File: src/rtl/can_mac_tx_framer_if.sv
// ---------------------------------------------------------------------------
// can_mac_tx_framer_if
// Bit-stream link between the CAN TX framer and the downstream bit stuffer.
//   bit_out         : unstuffed frame bit offered to the stuffer
//   valid           : bit_out is valid
//   ready           : stuffer accepts bit_out (a bit moves on valid && ready)
//   stuffing_enable : stuffing window (SOF through the post-CRC flush)
// Modports: master = framer side, slave = stuffer side.
// ---------------------------------------------------------------------------
interface can_mac_tx_framer_if;
    logic bit_out;
    logic valid;
    logic ready;
    logic stuffing_enable;

    modport master (
        output bit_out,
        output valid,
        output stuffing_enable,
        input  ready
    );

    modport slave (
        input  bit_out,
        input  valid,
        input  stuffing_enable,
        output ready
    );
endinterface

File: src/rtl/can_mac_tx_framer.sv
// ---------------------------------------------------------------------------
// can_mac_tx_framer
// Serialises a CAN 2.0A standard frame (SOF .. IFS) into unstuffed bits for
// a downstream bit stuffer, computing CRC-15 on the fly.
// Ports:
//   clk, reset        : clock, asynchronous active-high reset
//   tx_req            : frame request, sampled only in IDLE
//   tx_id/rtr/dlc/data: frame contents, latched on accept (byte 0 = [63:56])
//   tx_abort          : drop the current frame back to IDLE, no tx_done
//   tx_busy           : high in every non-IDLE state
//   tx_done           : one-cycle pulse when the last IFS bit has gone
//   bs (master)       : bit_out / valid / ready / stuffing_enable stream
// ---------------------------------------------------------------------------
module can_mac_tx_framer (
    input  logic                clk,
    input  logic                reset,
    input  logic                tx_req,
    input  logic [10:0]         tx_id,
    input  logic                tx_rtr,
    input  logic [3:0]          tx_dlc,
    input  logic [63:0]         tx_data,
    input  logic                tx_abort,
    output logic                tx_busy,
    output logic                tx_done,
    can_mac_tx_framer_if.master bs
);

    typedef enum logic [3:0] {
        IDLE        = 4'd0,
        SOF         = 4'd1,
        ID          = 4'd2,
        RTR         = 4'd3,
        IDE         = 4'd4,
        R0          = 4'd5,
        DLC         = 4'd6,
        DATA        = 4'd7,
        CRC         = 4'd8,
        STUFF_FLUSH = 4'd9,
        CRC_DELIM   = 4'd10,
        ACK_SLOT    = 4'd11,
        ACK_DELIM   = 4'd12,
        EOF         = 4'd13,
        IFS         = 4'd14
    } state_t;

    state_t      state_r;
    logic [6:0]  cnt_r;          // bit index within the current field (0..63)
    logic [14:0] crc_r;
    logic [10:0] id_r;
    logic        rtr_r;
    logic [3:0]  dlc_r;
    logic [63:0] data_r;
    logic        bit_out_r;
    logic        valid_r;
    logic        stuff_en_r;
    logic        busy_r;
    logic        done_r;

    logic        xfer_s;
    logic [6:0]  data_len_s;
    logic [6:0]  last_idx_s;
    state_t      follow_s;
    state_t      nxt_state_s;
    logic [6:0]  nxt_cnt_s;
    logic [14:0] crc_nxt_s;
    logic        nxt_bit_s;

    // CRC-15/CAN single-bit update.
    function automatic logic [14:0] crc15_step_f(input logic [14:0] crc, input logic b);
        logic nxt;
        nxt = b ^ crc[14];
        crc15_step_f = {crc[13:0], 1'b0} ^ (nxt ? 15'h4599 : 15'h0000);
    endfunction

    // Fields covered by the CRC.
    function automatic logic crc_zone_f(input state_t st);
        case (st)
            SOF, ID, RTR, IDE, R0, DLC, DATA: crc_zone_f = 1'b1;
            default:                          crc_zone_f = 1'b0;
        endcase
    endfunction

    // Fields during which the stuffer may insert stuff bits.
    function automatic logic stuff_window_f(input state_t st);
        case (st)
            SOF, ID, RTR, IDE, R0, DLC, DATA, CRC, STUFF_FLUSH: stuff_window_f = 1'b1;
            default:                                          stuff_window_f = 1'b0;
        endcase
    endfunction

    // Bit value at position cnt of field st; all trailing fields are recessive.
    function automatic logic field_bit_f(input state_t      st,
                                         input logic [5:0]  cnt,
                                         input logic [14:0] crc,
                                         input logic [10:0] id,
                                         input logic        rtr,
                                         input logic [3:0]  dlc,
                                         input logic [63:0] data);
        logic [3:0] id_idx;
        logic [1:0] dlc_idx;
        logic [5:0] data_idx;
        logic [3:0] crc_idx;
        id_idx   = 4'd10 - cnt[3:0];
        dlc_idx  = 2'd3 - cnt[1:0];
        data_idx = 6'd63 - cnt;
        crc_idx  = 4'd14 - cnt[3:0];
        case (st)
            SOF, IDE, R0: field_bit_f = 1'b0;
            ID:           field_bit_f = id[id_idx];
            RTR:          field_bit_f = rtr;
            DLC:          field_bit_f = dlc[dlc_idx];
            DATA:         field_bit_f = data[data_idx];
            CRC:          field_bit_f = crc[crc_idx];
            default:      field_bit_f = 1'b1;
        endcase
    endfunction

    // DATA length in bits; DLC codes above 8 still mean 8 bytes.
    always_comb begin
        if (rtr_r || (dlc_r == 4'd0)) begin
            data_len_s = 7'd0;
        end else if (dlc_r[3]) begin
            data_len_s = 7'd64;
        end else begin
            data_len_s = {1'b0, dlc_r[2:0], 3'b000};
        end
    end

    // Last bit index of the current field and the field that follows it.
    always_comb begin
        last_idx_s = 7'd0;
        follow_s   = IDLE;
        case (state_r)
            SOF:         begin last_idx_s = 7'd0;  follow_s = ID;          end
            ID:          begin last_idx_s = 7'd10; follow_s = RTR;         end
            RTR:         begin last_idx_s = 7'd0;  follow_s = IDE;         end
            IDE:         begin last_idx_s = 7'd0;  follow_s = R0;          end
            R0:          begin last_idx_s = 7'd0;  follow_s = DLC;         end
            DLC:         begin
                last_idx_s = 7'd3;
                follow_s   = (data_len_s == 7'd0) ? CRC : DATA;
            end
            DATA:        begin last_idx_s = data_len_s - 7'd1; follow_s = CRC; end
            CRC:         begin last_idx_s = 7'd14; follow_s = STUFF_FLUSH; end
            STUFF_FLUSH: begin last_idx_s = 7'd0;  follow_s = CRC_DELIM;   end
            CRC_DELIM:   begin last_idx_s = 7'd0;  follow_s = ACK_SLOT;    end
            ACK_SLOT:    begin last_idx_s = 7'd0;  follow_s = ACK_DELIM;   end
            ACK_DELIM:   begin last_idx_s = 7'd0;  follow_s = EOF;         end
            EOF:         begin last_idx_s = 7'd6;  follow_s = IFS;         end
            IFS:         begin last_idx_s = 7'd2;  follow_s = IDLE;        end
            default:     begin last_idx_s = 7'd0;  follow_s = IDLE;        end
        endcase
    end

    // Handshake, CRC accumulation and the bit to present after this edge.
    // The first CRC bit is taken from crc_nxt_s so it already includes the
    // last header/data bit transferred on the same edge.
    always_comb begin
        xfer_s = valid_r & bs.ready;
        if (xfer_s && crc_zone_f(state_r)) begin
            crc_nxt_s = crc15_step_f(crc_r, bit_out_r);
        end else begin
            crc_nxt_s = crc_r;
        end
        if (xfer_s && (cnt_r == last_idx_s)) begin
            nxt_state_s = follow_s;
            nxt_cnt_s   = 7'd0;
        end else if (xfer_s) begin
            nxt_state_s = state_r;
            nxt_cnt_s   = cnt_r + 7'd1;
        end else begin
            nxt_state_s = state_r;
            nxt_cnt_s   = cnt_r;
        end
        nxt_bit_s = field_bit_f(nxt_state_s, nxt_cnt_s[5:0], crc_nxt_s,
                                id_r, rtr_r, dlc_r, data_r);
    end

    // Frame FSM with registered stream and status outputs.
    always_ff @(posedge clk or posedge reset) begin
        if (reset) begin
            state_r    <= IDLE;
            cnt_r      <= 7'd0;
            crc_r      <= 15'd0;
            id_r       <= 11'd0;
            rtr_r      <= 1'b0;
            dlc_r      <= 4'd0;
            data_r     <= 64'd0;
            bit_out_r  <= 1'b1;
            valid_r    <= 1'b0;
            stuff_en_r <= 1'b0;
            busy_r     <= 1'b0;
            done_r     <= 1'b0;
        end else if (state_r == IDLE) begin
            done_r <= 1'b0;
            cnt_r  <= 7'd0;
            if (tx_req) begin
                id_r       <= tx_id;
                rtr_r      <= tx_rtr;
                dlc_r      <= tx_dlc;
                data_r     <= tx_data;
                crc_r      <= 15'd0;
                state_r    <= SOF;
                bit_out_r  <= 1'b0;
                valid_r    <= 1'b1;
                stuff_en_r <= 1'b1;
                busy_r     <= 1'b1;
            end else begin
                bit_out_r  <= 1'b1;
                valid_r    <= 1'b0;
                stuff_en_r <= 1'b0;
                busy_r     <= 1'b0;
            end
        end else if (tx_abort) begin
            // Abort wins over any transfer on this edge.
            state_r    <= IDLE;
            cnt_r      <= 7'd0;
            bit_out_r  <= 1'b1;
            valid_r    <= 1'b0;
            stuff_en_r <= 1'b0;
            busy_r     <= 1'b0;
            done_r     <= 1'b0;
        end else if (state_r == STUFF_FLUSH) begin
            // No bit offered; wait for the stuffer to drain a pending stuff bit.
            done_r <= 1'b0;
            if (bs.ready) begin
                state_r    <= CRC_DELIM;
                cnt_r      <= 7'd0;
                bit_out_r  <= 1'b1;
                valid_r    <= 1'b1;
                stuff_en_r <= 1'b0;
            end else begin
                state_r    <= STUFF_FLUSH;
                valid_r    <= 1'b0;
                stuff_en_r <= 1'b1;
            end
        end else begin
            state_r    <= nxt_state_s;
            cnt_r      <= nxt_cnt_s;
            crc_r      <= crc_nxt_s;
            bit_out_r  <= nxt_bit_s;
            valid_r    <= (nxt_state_s != IDLE) && (nxt_state_s != STUFF_FLUSH);
            stuff_en_r <= stuff_window_f(nxt_state_s);
            busy_r     <= (nxt_state_s != IDLE);
            done_r     <= (nxt_state_s == IDLE);
        end
    end

    assign bs.bit_out         = bit_out_r;
    assign bs.valid           = valid_r;
    assign bs.stuffing_enable = stuff_en_r;
    assign tx_busy            = busy_r;
    assign tx_done            = done_r;

endmodule
File: src/flat_wrapper.sv
// flat-port wrapper written by rule: the top's interface ports become plain ports
module can_mac_tx_framer_flat 
  (clk, reset, tx_req, tx_id, tx_rtr, tx_dlc, tx_data, tx_abort, tx_busy, tx_done, bs_bit_out, bs_valid, bs_stuffing_enable, bs_ready);
  can_mac_tx_framer_if bs_i ();
  input  logic clk;
  input  logic reset;
  input  logic tx_req;
  input  logic [10:0] tx_id;
  input  logic tx_rtr;
  input  logic [3:0] tx_dlc;
  input  logic [63:0] tx_data;
  input  logic tx_abort;
  output logic tx_busy;
  output logic tx_done;
  output wire logic [$bits(bs_i.bit_out)-1:0] bs_bit_out;
  output wire logic [$bits(bs_i.valid)-1:0] bs_valid;
  output wire logic [$bits(bs_i.stuffing_enable)-1:0] bs_stuffing_enable;
  input wire logic [$bits(bs_i.ready)-1:0] bs_ready;
  assign bs_bit_out = bs_i.bit_out;
  assign bs_valid = bs_i.valid;
  assign bs_stuffing_enable = bs_i.stuffing_enable;
  assign bs_i.ready = bs_ready;
  can_mac_tx_framer u_core (.clk(clk), .reset(reset), .tx_req(tx_req), .tx_id(tx_id), .tx_rtr(tx_rtr), .tx_dlc(tx_dlc), .tx_data(tx_data), .tx_abort(tx_abort), .tx_busy(tx_busy), .tx_done(tx_done), .bs(bs_i));
endmodule
File: config.mk
export PLATFORM = sky130hd
export DESIGN_NAME = can_mac_tx_framer_flat
export DESIGN_NICKNAME = d
export VERILOG_FILES = /design/src/rtl/can_mac_tx_framer_if.sv /design/src/rtl/can_mac_tx_framer.sv /design/src/flat_wrapper.sv
export SDC_FILE = /design/constraint.sdc
export NUM_CORES = 1
export LEC_CHECK = 0
export CORE_MARGIN = 5
export CORE_UTILIZATION = 55
export CTS_BUF_LIST = sky130_fd_sc_hd__clkbuf_8
export DETAILED_ROUTE_END_ITERATION = 10
export PLACE_DENSITY = 0.89
export SLEW_MARGIN = 20
export SYNTH_ARGS = -nofsm -noshare
export SYNTH_HDL_FRONTEND = slang
export SYNTH_SLANG_ARGS = --single-unit
File: constraint.sdc
create_clock -name clk -period 5.3 [get_ports clk]
set_clock_uncertainty 0.1 [all_clocks]
set_input_delay 1.06 -clock clk [delete_from_list [all_inputs] [get_ports clk]]
set_output_delay 1.06 -clock clk [all_outputs]
set_load 0.01 [all_outputs]
run_1/flops_by_reg.png
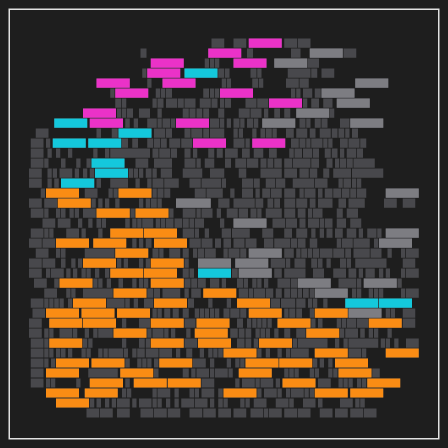
magenta -> `u_core.crc_r`  # sequential cells 15
orange -> `u_core.data_r`  # sequential cells 64
cyan -> `u_core.id_r`  # sequential cells 11

run_1/layer_met1.png
Supply wires on this layer in grey. Cells faint in the background.
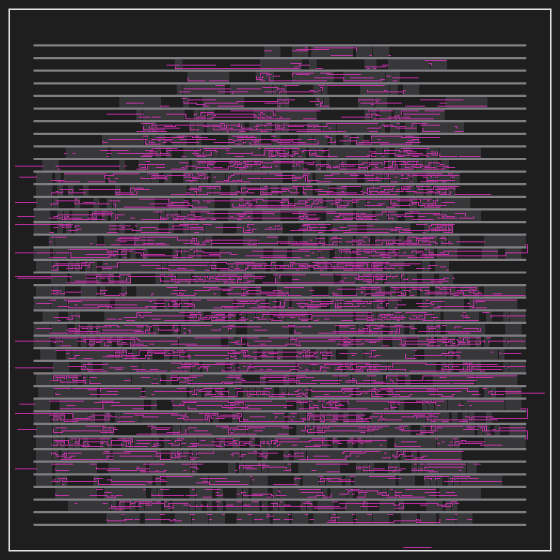
main direction = horizontal
nets with wire on the layer = 831
wire length on this layer = 6,790 µm

==> results.cfg, run 1 <==
; physical design summary
[power_and_ir_drop]
seq_power_share = 0.490
switching_share = 0.332
pwr-share-comb = 0.247
vdd_drop_max_mv = 0.200
power_density_nw_per_um2 = 292

[critical_path]
reg2reg_to = u_core.bs.bit_out
r2r-start = u_core.rtr_r
path_buffers = 3
critPathSlowestCell = dfrtp_1
crit_type = register to register

[detailed_routing]
vias = 5768
wl_per_cell_um = 16.5
vias_per_cell = 5.88

[layout]
area_growth_pct = 19.8
fill_cells = 853

[logic_synthesis]
adder_share = 0.00803
area_leaders = dfrtp_1, nand2_1, o21ai_0, xnor2_1, nand3_1
syn_inst = 771
xor_share = 0.0404
ff_type = dfrtp_1
synthTopCellsByCount = nand2_1, dfrtp_1, o21ai_0, clkbuf_1, nor2_1
ys_sh_simple = 0.279
yosys-stat-area_um2 = 6230
yosys.area.top_type = dfrtp_1
synth_seq_share = 0.446
aoi_share = 0.148

[hold_path]
holdPathEnd = u_core.data_r[43]

[timing]
fin_crit_sh = 0.805
rsz0062_at_grt = false
hold_viol = 0

[placement]
hpwlAfterDp_mm = 11.3
placed_area_um2 = 7240
routabilityCongestion = 0.947

[flow_run]
warnings = 27

[run_status]
outcome = finished, final reports clean

[clock_tree]
cts_resized = 0
tritoncts = built
post_cts_buffers = 0
run_1/layer_met2.png
Cells faint in the background.
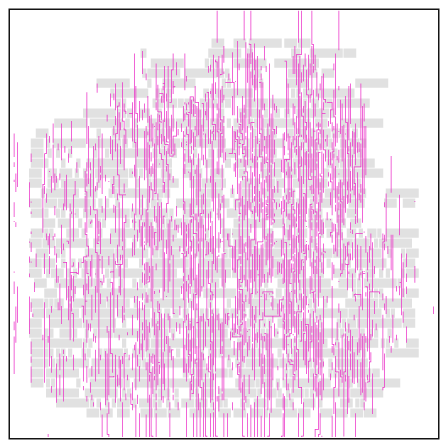
longest straight run = 39.8 µm
share of all routed wire = 48%
main direction = vertical
wire length on this layer = 7,830 µm

run_1/congestion.png
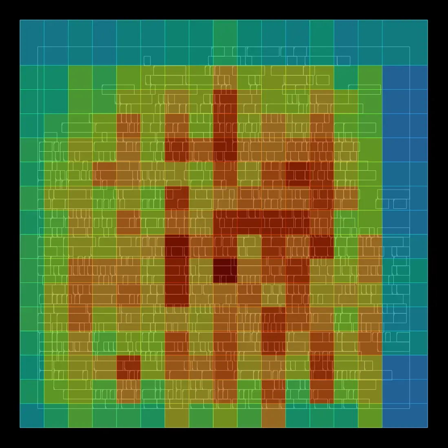
GRT met1 Usage: 0.335
Most Crowded Layer GR: met2
met3 Use GR: 0.0472
final core utilization: 0.680

run 1: cell type report:
cell class,instances,area (µm²),area share
clock buffer,9,124,0.0166
clock inverter,7,103,0.0137
inverter,12,47.5,0.00637
multi-input combinational,598,3230,0.433
sequential,111,2780,0.372
tap,140,175,0.0235
timing repair buffer,104,1000,0.134
run 1: sequential cells by signal, summed over array words and instances (netlist names):
register / count
u_core.data_r: 64
u_core.crc_r: 15
u_core.id_r: 11
u_core.cnt_r: 7
u_core.dlc_r: 4
u_core.state_r: 4
u_core.bs.bit_out: 1
u_core.bs.stuffing_enable: 1
u_core.bs.valid: 1
u_core.rtr_r: 1
u_core.tx_busy: 1
u_core.tx_done: 1
run 1: layout by cell type, fill, tap and decap left out, types with 11 or more instances in the layout:
| master | n |
|---|---|
| xnor2_1 | 17 |
| nand3_1 | 31 |
| o21ai_0 | 43 |
| nor3_1 | 11 |
| buf_4 | 15 |
| a21oi_1 | 28 |
| clkdlybuf4s50_1 | 89 |
| nor2_1 | 37 |
| nand2_1 | 295 |
| dfrtp_1 | 110 |
run 1: worst register-to-register path: cells and delay by family, from the launching register on:
family | cells | cell delay (ns)
mux | 1 | 0.23
buf+inv | 3 | 0.30
flops | 1 | 0.50
compound gates | 6 | 1.42
fa+ha+maj | 2 | 0.79
simple gates | 5 | 0.85
run 1: power groups by stage:
stage	sequential [µW]	combinational (µW)	clock [µW]
3_5_place_dp	1080	536	0
3_3_place_gp	1080	520	0
6_report	1070	537	573
2_1_floorplan	1050	375	0
4_1_cts	1070	540	577
5_1_grt	1080	605	607
run 1: routing by layer:
layer / GRT usage / vias to the layer above / share of wire
met5: 0 / - / 0
met4: 0.0704 / 0 / 0.021
met3: 0.0472 / 35 / 0.076
met2: 0.408 / 254 / 0.48
met1: 0.335 / 2732 / 0.42
li1: - / 2747 / -
run_1/io_fan.png
Bar = 20 µm.
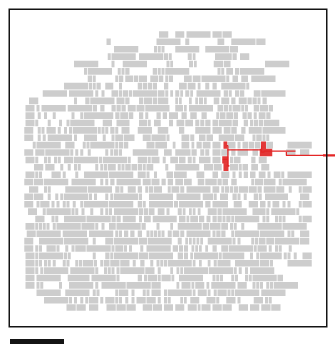

## Run 2: what changed since run 1
==> constraint.sdc (replaced) <==
create_clock -name clk -period 4.1 [get_ports clk]
set_clock_uncertainty 0.1 [all_clocks]
set_input_delay 0.82 -clock clk [delete_from_list [all_inputs] [get_ports clk]]
set_output_delay 0.82 -clock clk [all_outputs]
set_load 0.01 [all_outputs]
run_2/io_fan.png
Bar = 20 µm.
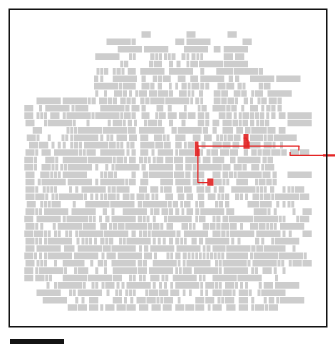
red -> `bs_ready`  # bits 1, direction input, edge right, end cells 5, wire 74.3 µm

==> run 2 against run 1 <==
Effect of this change:
- non-clock buffer count increased by 16
- die size unchanged
- count of clock-buffer cells in the layout unchanged
- register-to-register slack got worse by 0.76 ns
- worst setup slack got worse by 0.76 ns
- via count increased by 2.9%
- sequential power increased by 29%
- critical path type unchanged
- fmax increased by 11%
- synthesized cell count unchanged
- routed wire length increased by 2.3%
==> results.cfg, run 2 <==
; physical design summary
[logic_synthesis]
yosys-stat-area_um2 = 6230
synthTopCellsByCount = nand2_1, dfrtp_1, o21ai_0, clkbuf_1, nor2_1
syn_inst = 771
xor_share = 0.0404
area_leaders = dfrtp_1, nand2_1, o21ai_0, xnor2_1, nand3_1
netlist.area_leader.share = 0.442
mux_share = 0.0381
ys_sh_simple = 0.279
ff_type = dfrtp_1
aoi_share = 0.148
yosys.area.top_type = dfrtp_1

[power_and_ir_drop]
pwr-share-comb = 0.265
power_density_nw_per_um2 = 362
switching_share = 0.336
vdd_drop_max_mv = 0.225
seq_power_share = 0.502

[run_status]
outcome = finished, final reports clean

[placement]
routabilityCongestion = 0.978
hpwlAfterDp_mm = 11.9
placed_area_um2 = 7350

[detailed_routing]
vias = 5935
wl_per_cell_um = 16.6
vias_per_cell = 5.95
drc = 0

[timing]
rsz0062_at_grt = false
fin_crit_sh = 0.935
hold_viol = 0

[critical_path]
cp-start-kind = register
crit_type = register to register
reg2reg_to = u_core.bs.bit_out
r2r-start = u_core.dlc_r[3]

[layout]
top_register = u_core.data_r
post-route-util = 0.689
logic_area_um2 = 3260
lay_top_cells = nand2_1, dfrtp_1, clkdlybuf4s50_1, o21ai_0, nor2_1
fill_cells = 837
largest_reg_flops = 64
top_regs = u_core.data_r: 64 flops, u_core.crc_r: 15 flops, u_core.id_r: 11 flops
lay_top_count = nand2_1
ff_latch_area_um2 = 2780
area_growth_pct = 21.5

[hold_path]
holdPathEnd = u_core.data_r[22]

[clock_tree]
tritoncts = built

[floorplan]
die_x_um = 116
run_2/layer_met1.png
Supply wires on this layer in grey. Cells faint in the background.
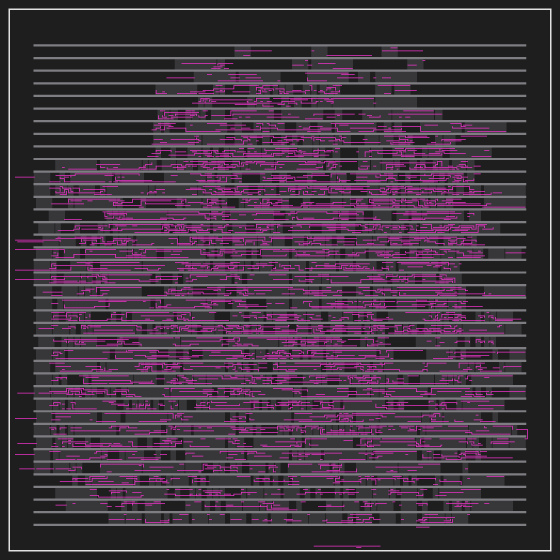
main direction = horizontal
share of all routed wire = 41%

[run 2: kinds of logic (layout without fill, tap and decap cells)]
kind of cell | after synthesis | after routing
and+or+nand+nor | 412 | 412
AOI/OAI and AO/OA | 138 | 138
DFF | 111 | 111
buffers and inverters | 62 | 148
xor gates and xnor gates | 27 | 27
muxes | 17 | 17
adders and majority gates | 4 | 4
[run 2: layout make-up]
| cell class | count | share of cell area |
|---|---|---|
| multi-input combinational | 598 | 0.430 |
| sequential | 111 | 0.367 |
| timing repair buffer | 120 | 0.148 |
| tap | 140 | 0.0231 |
| clock buffer | 9 | 0.0164 |
| clock inverter | 7 | 0.00859 |
| inverter | 12 | 0.00628 |
[run 2: timing repair]
item                       in CTS  in global routing
hold buffers                    0                  0
gates resized                   0                  5
setup buffers                   0                  0
setup endpoints to repair       0                  1
[run 2: worst max-delay path: stages (launching register included)]
cell       delay, ns
dfrtp_1         0.45
nor3b_2         0.22
inv_1           0.09
ha_1            0.30
inv_1           0.04
or2_0           0.22
a211o_1         0.33
a211o_1         0.31
nor3_4          0.13
nor2_1          0.12
ha_4            0.35
mux2i_1         0.19
nor2_1          0.05
a311oi_1        0.25
a211o_1         0.20
a2111oi_2       0.08
a311o_1         0.33
[run 2: power groups by stage]
stage	clock network (µW)	logic, µW	registers, µW
2_1_floorplan	0	485	1360
3_3_place_gp	0	692	1390
3_5_place_dp	0	716	1390
4_1_cts	650	721	1370
5_1_grt	696	814	1390
6_report	638	727	1380
[run 2: metal layers]
metal | GRT usage | part of all wire | vias to the layer above
met5 | 0 | 0 | -
met4 | 0.0858 | 0.020 | 0
met3 | 0.0554 | 0.087 | 34
met2 | 0.413 | 0.48 | 296
met1 | 0.352 | 0.41 | 2817
li1 | - | - | 2788
run_2/layer_met2.png
Cells faint in the background.
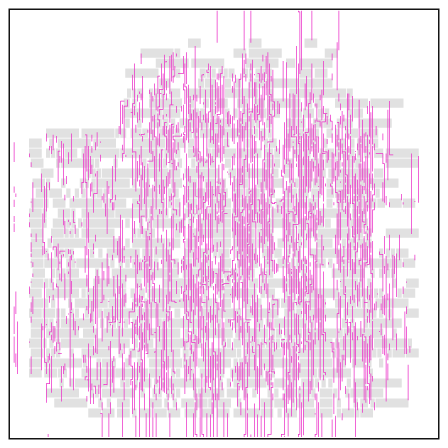

## Run 3: what changed since run 2
--- a/config.mk
+++ b/config.mk
@@ -5,6 +5,7 @@
 export SDC_FILE = /design/constraint.sdc
 export NUM_CORES = 1
 export LEC_CHECK = 0
+export CORE_ASPECT_RATIO = 1.1
 export CORE_MARGIN = 5
 export CORE_UTILIZATION = 55
 export CTS_BUF_LIST = sky130_fd_sc_hd__clkbuf_8
run_3/layer_met2.png
Cells faint in the background.
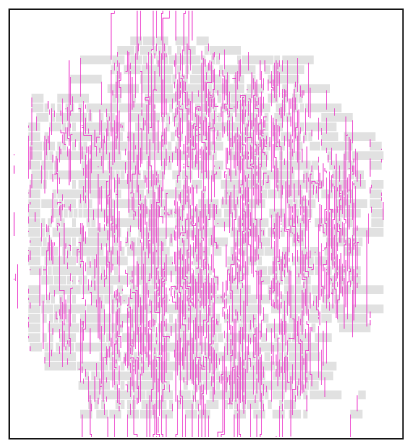
DR vias: 5,811
GR Util met2: 0.403

run_3/io_fan.png
Bar = 20 µm.
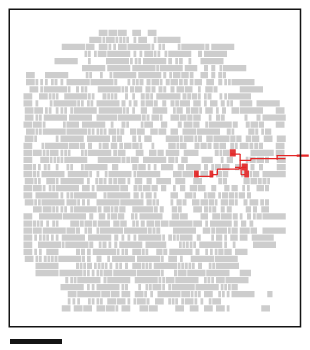
Boundary Pins: 90
IO Port Bufs: 89

==> run 3 against run 2 <==
Effect of this change:
- non-clock buffer count shrank 2
- routed wire length shrank 2.0%
- global-route usage shrank 1.5 points
- first-iteration DRC count shrank 32%
- worst hold slack is essentially flat
- fmax shrank 2.4%
- die size is essentially flat
- synthesized cell count is the same
- critical path depth is the same
- sequential share of layout area grew 0.13 points
- register-to-register slack lost 0.095 ns
- largest cell class unchanged
==> results.cfg, run 3 <==
; physical design summary
[placement]
place_inst = 986
routabilityCongestion = 0.948
hpwlAfterDp_mm = 11.9
placed_area_um2 = 7360

[logic_synthesis]
xor_share = 0.0404
area_leaders = dfrtp_1, nand2_1, o21ai_0, xnor2_1, nand3_1
aoi_share = 0.148
ys.warnings.count = 0
synth_seq_share = 0.446
synthTopCellsByCount = nand2_1, dfrtp_1, o21ai_0, clkbuf_1, nor2_1
syn_inst = 771
ys_sh_simple = 0.279
synth.distinct_cells = 70
ff_type = dfrtp_1
yosys.area.top_type = dfrtp_1
yosys-stat-area_um2 = 6230
yosysMostFrequentCell = nand2_1
netlist.area_leader.share = 0.442

[timing]
fin_crit_sh = 0.958
worst_pin_slew_ns = 0.922
finalCriticalPeriod_ns = 3.93
hold_viol = 0

[floorplan]
die_h_um = 122
die_x_um = 111

[power_and_ir_drop]
power_density_nw_per_um2 = 360
pg_clk_uw = 612
vdd_drop_max_mv = 0.324
p_seq_uw = 1380
seq_power_share = 0.510
p_sw_uw = 903
maxPowerGroup = sequential cells
powerComb_uw = 719
power_uw = 2710
pwr-share-comb = 0.265
switching_share = 0.333

[detailed_routing]
routed-wl-met2_mm = 8.06
drc = 0
met3_length_um = 991
vias_per_cell = 5.80
highest_layer = met4
wl_per_cell_um = 16.2
met1_length_mm = 6.74

[critical_path]
worst-path-stages = 16
max_stage_delay_ns = 0.45
cp.required_ns = 4.34
cp_top_family = AND-OR/OR-AND gates
path_buffers = 2
crit_chain = nor3b_2 > inv_1 > ha_1 > inv_1 > or2_0 > a211o_1 > a211o_1 > nor3_4 > nor2_1 > ha_2 > mux2i_1 > nor2_1 > a311oi_1 > a211o_1 > a2111oi_2 > a311o_1
crit_type = register to register
cpMostUsedCell = a211o_1
arrival_ns = 4.16
cp-start-kind = register
critPathSlowestCell = dfrtp_1

[layout]
area_growth_pct = 21.1
lay_top_count = nand2_1
top_regs = u_core.data_r: 64 flops, u_core.crc_r: 15 flops, u_core.id_r: 11 flops
lay_top_cells = nand2_1, dfrtp_1, clkdlybuf4s50_1, o21ai_0, nor2_1
top_register = u_core.data_r
largest_reg_flops = 64

[clock_tree]
clock_sinks = 111
tritoncts = built
hold_buffers = 0
post_cts_buffers = 0
cts_resized = 0

[global_routing]
grt.total_usage = 0.243
grt_pass1_vias = 5497

[run_status]
outcome = finished, final reports clean
## run 3: netlist changes by cell type in the layout (fill, tap and decap cells not counted), sizes merged
cell      change
buf           -2
clkinvlp      -2
inv           +2
## run 3: worst register-to-register path, cell delays in order, from the launching register on
cell	delay (ns)
dfrtp_1	0.45
nor3b_2	0.23
inv_1	0.09
ha_1	0.30
inv_1	0.04
or2_0	0.21
a211o_1	0.33
a211o_1	0.31
nor3_4	0.13
nor2_1	0.10
ha_2	0.45
mux2i_1	0.21
nor2_1	0.06
a311oi_1	0.25
a211o_1	0.19
a2111oi_2	0.07
a311o_1	0.34
## run 3: worst paths after layout
kind                                  startpoint                end  slack [ns]
worst min register to register  u_core.data_r[3]   u_core.data_r[3]        0.39
min in group asynchronous                  reset    u_core.dlc_r[2]        0.78
worst min-delay path            u_core.data_r[3]   u_core.data_r[3]        0.39
worst max register to register   u_core.dlc_r[3]  u_core.bs.bit_out        0.17
max in group asynchronous                  reset  u_core.bs.bit_out        2.33
worst max-delay path             u_core.dlc_r[3]  u_core.bs.bit_out        0.17
## run 3: final cells by class
type | instances | area [µm²]
sequential | 111 | 2780
tap | 147 | 184
clock buffer | 9 | 124
inverter | 12 | 47.5
timing repair buffer | 118 | 1120
multi-input combinational | 598 | 3240
fill | 856 | 3460
clock inverter | 7 | 47.5
## run 3: through the flow
| step | utilization | setup TNS, ns |
|---|---|---|
| 2_1_floorplan | - | 0 |
| 3_3_place_gp | 0.668 | 0 |
| 3_5_place_dp | 0.668 | 0 |
| 4_1_cts | 0.684 | 0 |
| 5_1_grt | 0.685 | -0.0372 |
| 6_report | 0.685 | 0 |
## run 3: per-layer routing
metal | global-route usage | up-vias
met1 | 0.314 | 2777
met5 | 0 | -
met2 | 0.403 | 221
met4 | 0.109 | 0
li1 | - | 2775
met3 | 0.0442 | 38
Power and IR drop assume default switching activity.
